$ cat src/rtl/fd_latch_pkg.sv
// -----------------------------------------------------------------------------
// fd_latch_pkg
// Shared definitions for the IF->ID bundle latch slice.
//   XLEN_DEF     default instruction / PC width
//   INSTR_BYTES  byte stride between consecutive lane PCs
//   MAX_LANES    widest bundle the slice supports
//   fd_bundle_t  reference layout of one fetch bundle at default width
//   bundle_bits  packed width of a bundle for a given lane count / XLEN
// -----------------------------------------------------------------------------
package fd_latch_pkg;

    localparam int XLEN_DEF    = 32;
    localparam int INSTR_BYTES = 4;
    localparam int MAX_LANES   = 4;

    typedef struct packed {
        logic [MAX_LANES-1:0][XLEN_DEF-1:0] instr;
        logic [XLEN_DEF-1:0]                pc;
        logic [MAX_LANES-1:0]               lane_mask;
    } fd_bundle_t;

    // Storage layout used by the latch: {lane_mask, pc, instr}.
    function automatic int bundle_bits(input int lanes, input int xlen);
        return lanes * xlen + xlen + lanes;
    endfunction

endpackage

$ cat src/rtl/fd_bundle_fifo.sv
// -----------------------------------------------------------------------------
// fd_bundle_fifo
// Generic DEPTH-entry pointer/count FIFO with a synchronous flush.
// Ports:
//   CLK    in   rising-edge clock
//   RESET  in   synchronous active-high reset, clears pointers, count, storage
//   flush  in   empties the FIFO next cycle (beats push and pop)
//   push   in   write wdata at the tail (ignored when full)
//   pop    in   advance the head (ignored when empty)
//   wdata  in   WIDTH-bit entry to write
//   rdata  out  WIDTH-bit entry at the head (unqualified; gate with count)
//   count  out  number of stored entries, clog2(DEPTH)+1 bits
// -----------------------------------------------------------------------------
module fd_bundle_fifo #(
    parameter int WIDTH = 8,
    parameter int DEPTH = 2
) (
    input  logic                     CLK,
    input  logic                     RESET,
    input  logic                     flush,
    input  logic                     push,
    input  logic                     pop,
    input  logic [WIDTH-1:0]         wdata,
    output logic [WIDTH-1:0]         rdata,
    output logic [$clog2(DEPTH):0]   count
);

    localparam int AW = $clog2(DEPTH);
    localparam int CW = AW + 1;

    logic [WIDTH-1:0] mem [DEPTH];
    logic [AW-1:0]    wr_ptr;
    logic [AW-1:0]    rd_ptr;
    logic             push_ok;
    logic             pop_ok;

    // DEPTH is a power of two, so the pointers wrap naturally.
    assign push_ok = push && (count < CW'(DEPTH));
    assign pop_ok  = pop  && (count != '0);
    assign rdata   = mem[rd_ptr];

    always_ff @(posedge CLK) begin
        if (RESET) begin
            wr_ptr <= '0;
            rd_ptr <= '0;
            count  <= '0;
            for (int i = 0; i < DEPTH; i++) begin
                mem[i] <= '0;
            end
        end else if (flush) begin
            wr_ptr <= '0;
            rd_ptr <= '0;
            count  <= '0;
        end else begin
            if (push_ok) begin
                mem[wr_ptr] <= wdata;
                wr_ptr      <= wr_ptr + AW'(1);
            end
            if (pop_ok) begin
                rd_ptr <= rd_ptr + AW'(1);
            end
            case ({push_ok, pop_ok})
                2'b10:   count <= count + CW'(1);
                2'b01:   count <= count - CW'(1);
                default: count <= count;
            endcase
        end
    end

endmodule

$ cat src/rtl/fetch_decode_bundle_latch.sv
// -----------------------------------------------------------------------------
// fetch_decode_bundle_latch
// IF->ID pipeline register carrying LANES-wide fetch bundles through a
// DEPTH-entry elastic buffer, with stall observability.
// Ports:
//   CLK, RESET          clock, synchronous active-high reset
//   FLUSH               drop every buffered bundle (and any offered one)
//   STALL               decode frozen; head is held
//   in_valid/in_ready   fetch-side handshake; in_ready is registered-only
//   in_instr            LANES*XLEN instructions, lane i at [i*XLEN +: XLEN]
//   in_pc               PC of lane 0
//   in_lane_mask        per-lane valid bits; an all-zero mask is not stored
//   out_valid           head bundle present
//   out_instr           head instructions
//   out_lane_pc         head PC + 4*i per lane
//   out_pc_next         head PC + 4*LANES
//   out_lane_mask       head lane mask
//   stall_pc            head PC at the start of the latest stall episode
//   stall_cycles        saturating count of STALL && out_valid cycles
// All head outputs read 0 while out_valid is low.
// -----------------------------------------------------------------------------
module fetch_decode_bundle_latch
    import fd_latch_pkg::*;
#(
    parameter int LANES = 2,
    parameter int XLEN  = XLEN_DEF,
    parameter int DEPTH = 2,
    parameter int CNT_W = 16
) (
    input  logic                  CLK,
    input  logic                  RESET,
    input  logic                  FLUSH,
    input  logic                  STALL,
    input  logic                  in_valid,
    output logic                  in_ready,
    input  logic [LANES*XLEN-1:0] in_instr,
    input  logic [XLEN-1:0]       in_pc,
    input  logic [LANES-1:0]      in_lane_mask,
    output logic                  out_valid,
    output logic [LANES*XLEN-1:0] out_instr,
    output logic [LANES*XLEN-1:0] out_lane_pc,
    output logic [XLEN-1:0]       out_pc_next,
    output logic [LANES-1:0]      out_lane_mask,
    output logic [XLEN-1:0]       stall_pc,
    output logic [CNT_W-1:0]      stall_cycles
);

    localparam int IW = LANES * XLEN;
    localparam int BW = bundle_bits(LANES, XLEN);
    localparam int CW = $clog2(DEPTH) + 1;

    logic [BW-1:0]    fifo_wdata;
    logic [BW-1:0]    fifo_rdata;
    logic [CW-1:0]    fifo_count;
    logic             fifo_push;
    logic             fifo_pop;

    logic [IW-1:0]    head_instr;
    logic [XLEN-1:0]  head_pc;
    logic [LANES-1:0] head_mask;

    logic             stall_hit;
    logic             stall_prev;

    // Handshake. in_ready depends only on the registered count (and RESET),
    // so there is no combinational path from STALL/FLUSH back to fetch.
    assign in_ready  = (fifo_count < CW'(DEPTH)) && !RESET;
    assign out_valid = (fifo_count != '0);

    // An empty-mask bundle completes the handshake but is never stored.
    assign fifo_push  = in_valid && in_ready && !FLUSH && (|in_lane_mask);
    assign fifo_pop   = out_valid && !STALL && !FLUSH;
    assign fifo_wdata = {in_lane_mask, in_pc, in_instr};

    fd_bundle_fifo #(
        .WIDTH (BW),
        .DEPTH (DEPTH)
    ) u_fifo (
        .CLK   (CLK),
        .RESET (RESET),
        .flush (FLUSH),
        .push  (fifo_push),
        .pop   (fifo_pop),
        .wdata (fifo_wdata),
        .rdata (fifo_rdata),
        .count (fifo_count)
    );

    assign head_instr = fifo_rdata[IW-1:0];
    assign head_pc    = fifo_rdata[IW +: XLEN];
    assign head_mask  = fifo_rdata[IW+XLEN +: LANES];

    // Head presentation: lane PCs wrap modulo 2^XLEN; everything reads 0
    // when no bundle is present so decode never sees stale storage.
    always_comb begin
        out_instr     = '0;
        out_lane_pc   = '0;
        out_pc_next   = '0;
        out_lane_mask = '0;
        if (out_valid) begin
            out_instr     = head_instr;
            out_lane_mask = head_mask;
            out_pc_next   = head_pc + XLEN'(INSTR_BYTES * LANES);
            for (int i = 0; i < LANES; i++) begin
                out_lane_pc[i*XLEN +: XLEN] = head_pc + XLEN'(INSTR_BYTES * i);
            end
        end
    end

    // Stall observability. Counting uses out_valid regardless of FLUSH, so a
    // cycle with FLUSH and STALL both high still counts. FLUSH never clears
    // these registers; only RESET does.
    assign stall_hit = STALL && out_valid;

    always_ff @(posedge CLK) begin
        if (RESET) begin
            stall_prev   <= 1'b0;
            stall_pc     <= '0;
            stall_cycles <= '0;
        end else begin
            stall_prev <= stall_hit;
            if (stall_hit && !stall_prev) begin
                stall_pc <= head_pc;
            end
            if (stall_hit && (stall_cycles != '1)) begin
                stall_cycles <= stall_cycles + CNT_W'(1);
            end
        end
    end

endmodule

$ cat config.mk
export PLATFORM = sky130hd
export DESIGN_NAME = fetch_decode_bundle_latch
export DESIGN_NICKNAME = d
export VERILOG_FILES = /design/src/rtl/fd_latch_pkg.sv /design/src/rtl/fd_bundle_fifo.sv /design/src/rtl/fetch_decode_bundle_latch.sv
export SDC_FILE = /design/constraint.sdc
export NUM_CORES = 1
export LEC_CHECK = 0
export CORE_ASPECT_RATIO = 0.5
export CORE_UTILIZATION = 40
export CTS_BUF_LIST = sky130_fd_sc_hd__clkbuf_16
export CTS_CLUSTER_SIZE = 10
export DETAILED_ROUTE_END_ITERATION = 16
export DONT_BUFFER_PORTS = 1
export PLACE_DENSITY_LB_ADDON = 0.15
export SLEW_MARGIN = 20
export SYNTH_ARGS = -nofsm -noshare
export SYNTH_HDL_FRONTEND = slang
export SYNTH_SLANG_ARGS = --single-unit
$ cat constraint.sdc
create_clock -name CLK -period 10.8 [get_ports CLK]
set_clock_uncertainty 0.05 [all_clocks]
set_input_delay 3.24 -clock CLK [delete_from_list [all_inputs] [get_ports CLK]]
set_output_delay 3.24 -clock CLK [all_outputs]
set_load 0.02 [all_outputs]
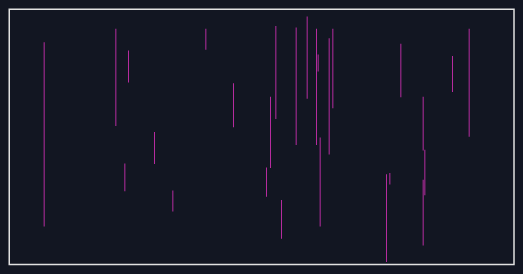
Fig. 1. Signal wires on met4 (run 1).
(2 px per um)
The wires run mostly vertical. The longest straight run is 91.8 um. The layer carries 877 um of wire.

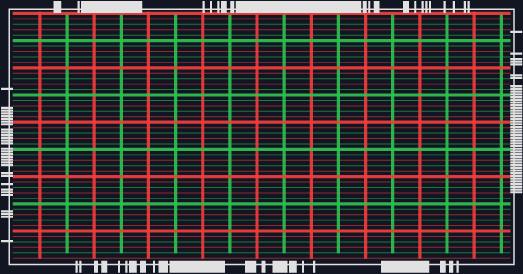
Fig. 2. Supply network (run 1).
(2 px per um) Pins as bars on the die edge.
Red shows VSS. Green shows VDD.
315 signal pins sit on the boundary. 9 straps on met5. 46 met1 rails follow the rows.

==> deck_impl_summary.md, run 1 <==
Run Summary

Critical path
  • CP max-delay cell: dfxtp_4
  • Cells on worst reg2reg path: 6
  • Top delay family on crit path: AND-OR/OR-AND gates
  • WS Path Type: register to output pin
  • CP Depth: 5
  • CP Cell Sequence: buf_4 -> nand3_1 -> a222oi_1 -> nand4_1 -> o31ai_1

Synthesis
  • Synthesized area: 12470 sq um
  • Yosys warns: 0
  • EDFF count, synth: 196
  • Avg Synthesized Cell Area: 10.96 sq um
  • Area leader, netlist: edfxtp_1
  • Top area cell types: edfxtp_1 47%, and2_1 9.9%, dfxtp_1 8.7%
  • #FFs+latches synth: 250
  • Synth top cell by count: and2_1
  • Synth Area in Adders: 0.4015%
  • Asr flop ratio synth: 0%
  • Top cells by count: 198 x and2_1, 196 x edfxtp_1, 175 x nor2_1, 100 x mux2i_1, 54 x dfxtp_1
  • Yosys top cell area share: 47.21%
  • Synth mux share: 8.150%

Global routing
  • Initial antenna violation count: 0
  • Largest net degree at the start of global routing: 98
  • Met1 usage: 26.55%
  • GRT overflow: 0
  • GR Util All Layers: 21.02%
  • GR Util met2: 36.32%

Drt
  • DR top layer: met4
  • Drt wl/cell: 22.09 um
  • Met3 WL: 1952 um
  • Antenna Nets Post-Route: 0

Placement
  • Hpwl dp: 22960 um
  • Gpl congestion: 0.8662
  • Dpl cell area: 12780 sq um
  • DP Worst Slack: 3619 ps
  • Dpl cells: 1499
  • Port bufs: 0

Cells and area
  • Seq_cells: 250
  • Nonclk buf count: 14
  • Area Overhead vs Synth: 9.505%
  • Fin nets: 1215
  • N_diodes: 0
  • Largest regs: u_fifo.mem (196), stall_pc (32), stall_cycles (16)
  • Clock buffer count in the final layout: 29
  • Logic share of the area: 37.63%
  • Post-route cell area: 13650 sq um
  • Comb gate area: 5136 sq um
  • Non-CTS inverters: 10
  • Largest class: flip-flops and latches
  • Most numerous logic cell after layout: and2_1
  • Number of flip-flops in the largest register: 196
  • Layout Cells excl Fill: 1554

STA
  • Hold Slack: 506.9 ps
  • Final worst slack: 3069 ps
  • Final period utilization: 71.58%
  • Hold Fails Final Rpt: 0

Clocking
  • Htree depth: 1
  • Clk buf depth: 3
  • CTS Root Cell: clkbuf_16

Worst hold path
  • Worst min-delay path category: register to register

Status
  • Status: complete, no violations

Run
  • Tool warnings: 26

Floorplan
  • Die height: 126.8 um
  • Chip area: 31920 sq um
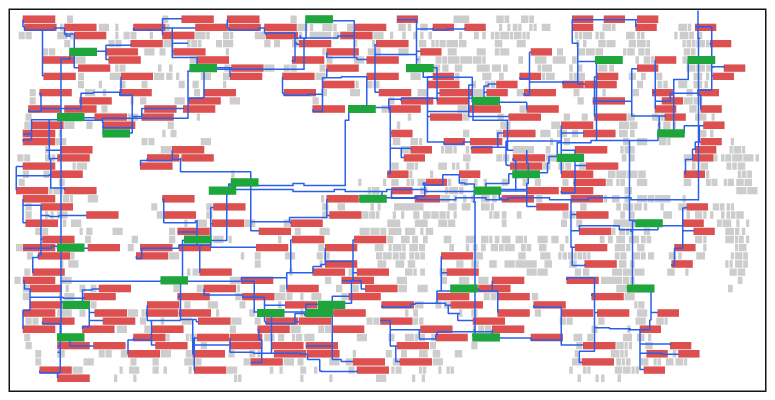
Fig. 3. Clock distribution (run 1).
(3 px per um)
Green shows clock-net drivers, count 29. Blue shows clock wires, length 3500 um. Red shows flip-flops, count 250.
Position of the flops: spread over the die. There are 30 routed clock nets.

run 1: report_power, final:
| part | switching (mW) | internal [mW] | leakage, nW |
|---|---|---|---|
| sequential | 0.0204 | 1.08 | 2.47 |
| combinational | 0.0715 | 0.0281 | 1.57 |
| clock | 0.389 | 0.484 | 0.482 |
run 1: worst min-delay path by stage:
stage	startpoint	end	slack, ps	cells after the start
2_1_floorplan	u_fifo.rd_ptr	register	470	2
3_5_place_dp	u_fifo.rd_ptr	u_fifo.rd_ptr	490	2
5_1_grt	stall_pc[15]	stall_pc[15]	560	2
6_report	u_fifo.rd_ptr	u_fifo.rd_ptr	510	2
4_1_cts	u_fifo.rd_ptr	u_fifo.rd_ptr	510	2
3_3_place_gp	u_fifo.rd_ptr	u_fifo.rd_ptr	490	2
==> run 2: changes to the inputs <==
Clock period 10.8 ns to 6.8 ns, I/O delays scaled along.
==> deck_impl_summary.md, run 2 <==
Run Summary

Power
  • Leakage Power: 4.524 nW
  • Seq power: 1.74 mW
  • Sequential share of power: 53.1%
  • VDD IR max: 0.1766 mV
  • Clk power: 1.38 mW
  • Logic power comb: 0.159 mW
  • Comb power frac: 4.9%
  • Sw power: 0.7650 mW
  • Internal: 2.513 mW
  • Pwr Total: 3.278 mW
  • Clock network power share: 42.1%
  • Sw frac: 23.33%
  • Top pwr grp: sequential cells

Cells and area
  • Layout Cells excl Fill: 1554
  • Largest regs: u_fifo.mem (196), stall_pc (32), stall_cycles (16)
  • Most numerous logic cell after layout: and2_1
  • Seq/total area: 51.01%
  • Largest reg by FF count: u_fifo.mem
  • Comb gate area: 5136 sq um
  • Nonclk buf count: 26
  • N_diodes: 0
  • Register cell area after layout: 6970 sq um
  • Non-CTS inverters: 10
  • Fillers: 2848
  • Clk tree area frac: 5.824%
  • Largest class: flip-flops and latches
  • Comb_multi_in: 803
  • Area Overhead vs Synth: 9.616%
  • Seq_cells: 250
  • Non-clk buf share: 1.428%
  • Top Layout Cells: 198 x and2_1, 196 x edfxtp_1, 173 x nor2_1
  • Clock buffer count in the final layout: 29
  • Core Util, Final: 44.86%
  • Logic share of the area: 37.59%
  • Fin nets: 1227
  • Post-route cell area: 13660 sq um
  • Number of flip-flops in the largest register: 196

STA
  • Final period utilization: 88.43%
  • Least-Margin Pin Slew: 1086 ps
  • Setup_tns: 0 ps
  • Setup violations, final: 0
  • Fin crit period: 6013 ps
  • Hold Fails Final Rpt: 0
  • F_max: 166.3 MHz
  • Hold Slack: 508.3 ps
  • Max Slew Vio Count: 0
  • Worst rel slew slack: 27.31%
  • RSZ-0062 raised after global routing: false
  • Final worst slack: 786.8 ps

Synthesis
  • EDFF count, synth: 196
  • Synthesized area: 12470 sq um
  • #FFs+latches synth: 250
  • Area leader, netlist: edfxtp_1
  • Synth top cell by count: and2_1
  • Yosys top cell area share: 47.21%
  • Yosys cell types: 52
  • Ys flop type: edfxtp_1
  • Asr flop ratio synth: 0%
  • Register share after synthesis: 55.89%
  • Top area cell types: edfxtp_1 47%, and2_1 9.9%, dfxtp_1 8.7%
  • Avg Synthesized Cell Area: 10.96 sq um
  • Yosys Instances: 1137
  • Yosys Chip Area: 12470 sq um
  • Yosys warns: 0
  • Top cells by count: 198 x and2_1, 196 x edfxtp_1, 175 x nor2_1, 100 x mux2i_1, 54 x dfxtp_1
  • Net Count, Synth: 1244

Floorplan
  • I/O pin count: 315
  • Die width: 251.7 um
  • Die height: 126.8 um
  • Core Box Area: 30460 sq um
  • FP Util: 40.92%
  • Chip area: 31920 sq um
  • Rows: 45
  • Tap cells: 423

Critical path
  • Cells on worst reg2reg path: 5
  • CP Cell Sequence: buf_4 -> nand3_1 -> a222oi_1 -> nand4_1 -> o31ai_1
  • Crit path DAT: 3920 ps
  • Critical Path Fanout Max: 59
  • Worst Setup EP: out_lane_pc[58]
  • WP data required: 4710 ps
  • WS Path Type: register to output pin
  • Reg-to-Reg Start: u_fifo.count[1]
  • Reg2Reg Setup Slack: 3790 ps
  • Worst Setup Start Kind: register
  • CP max-delay cell: a222oi_1
  • Critical Path End Type: output pin
  • Worst path max stage delay: 790 ps
  • Reg-to-reg endpoint: u_fifo.mem[0][41]

Clocking
  • Setup bufs post-CTS: 0
  • # hold bufs at CTS: 0
  • CTS Root Cell: clkbuf_16
  • Post-CTS sizing: 0
  • Clk buf depth: 3
  • Total CTS buffers: 29
  • Clock Latency Late Sink: 560 ps
  • Clock slew at reported path FFs: 60 ps
  • Htree depth: 1
  • TritonCTS clock tree: yes
  • TritonCTS Sinks: 250

Worst hold path
  • Worst min-delay path category: register to register
  • Hold-critical path depth: 2
  • Worst hold start: u_fifo.rd_ptr
  • Hold Path End: u_fifo.rd_ptr

Global routing
  • Largest net degree at the start of global routing: 97
  • Met1 usage: 26.13%
  • Most used routing layer in global routing: met2
  • GR Util All Layers: 21.00%
  • GRT overflow: 0
  • GR Util met2: 37.34%
  • Initial antenna violation count: 0
  • First-pass GRT wire length: 51090 um
  • Met3 Resource Use GR: 4.207%
  • Number of global-route vias before repair: 8229

Drt
  • Routed Wire Length: 34640 um
  • Antenna Nets Post-Route: 0
  • DRT Pass-1 Iters: 5
  • Drt wl/cell: 22.29 um
  • DR vias/cell: 5.465
  • 1st-iter DRT viols: 682
  • Via count: 8492
  • Met3 WL: 1874 um
  • Remaining DRCs: 0
  • DR top layer: met4
  • Metal2 WL: 17720 um

Status
  • Status: complete, no violations

Placement
  • Dpl cells: 1512
  • Port bufs: 0
  • DP Worst Slack: 1419 ps
  • Dpl cell area: 12870 sq um
  • Hpwl dp: 23630 um
  • Gpl congestion: 0.8973

Run
  • Tool warnings: 26
  • Max-cap check violation count: 0
[run 2: cell families (layout without fill, tap and decap cells)]
| logic type | Yosys count | in the layout | share of synthesized area (%) |
|---|---|---|---|
| and+or+nand+nor | 540 | 540 | 22.94 |
| DFF | 250 | 250 | 55.89 |
| AOI/OAI and AO/OA | 114 | 114 | 6.374 |
| muxes | 101 | 101 | 8.150 |
| buffers and inverters | 84 | 78 | 3.152 |
| xor gates and xnor gates | 44 | 44 | 3.091 |
| adders and majority gates | 4 | 4 | 0.4015 |
[run 2: worst max-delay path, delay by kind of cell, from the launching register on]
| kind | cells | cell delay [ps] |
|---|---|---|
| compound gates | 2 | 1560 |
| buf+inv | 1 | 550 |
| flops | 1 | 390 |
| simple gates | 2 | 830 |
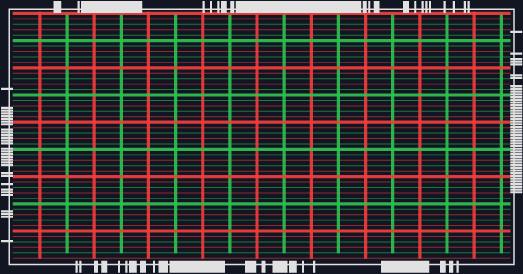
Fig. 4. Supply network (run 2).
(2 px per um) Pins as bars on the die edge.
Red shows VSS. Green shows VDD.
9 straps on met5. The core has 45 rows.

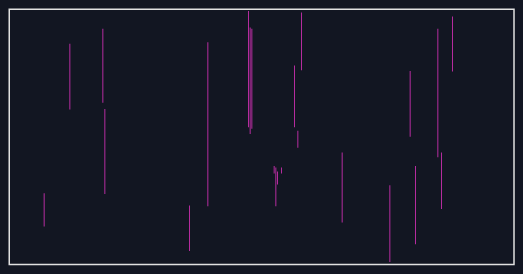
Fig. 5. Signal wires on met4 (run 2).
(2 px per um)
The layer carries 754 um of wire. The longest straight run is 81.6 um.

Power is estimated from default activity; no workload was simulated.
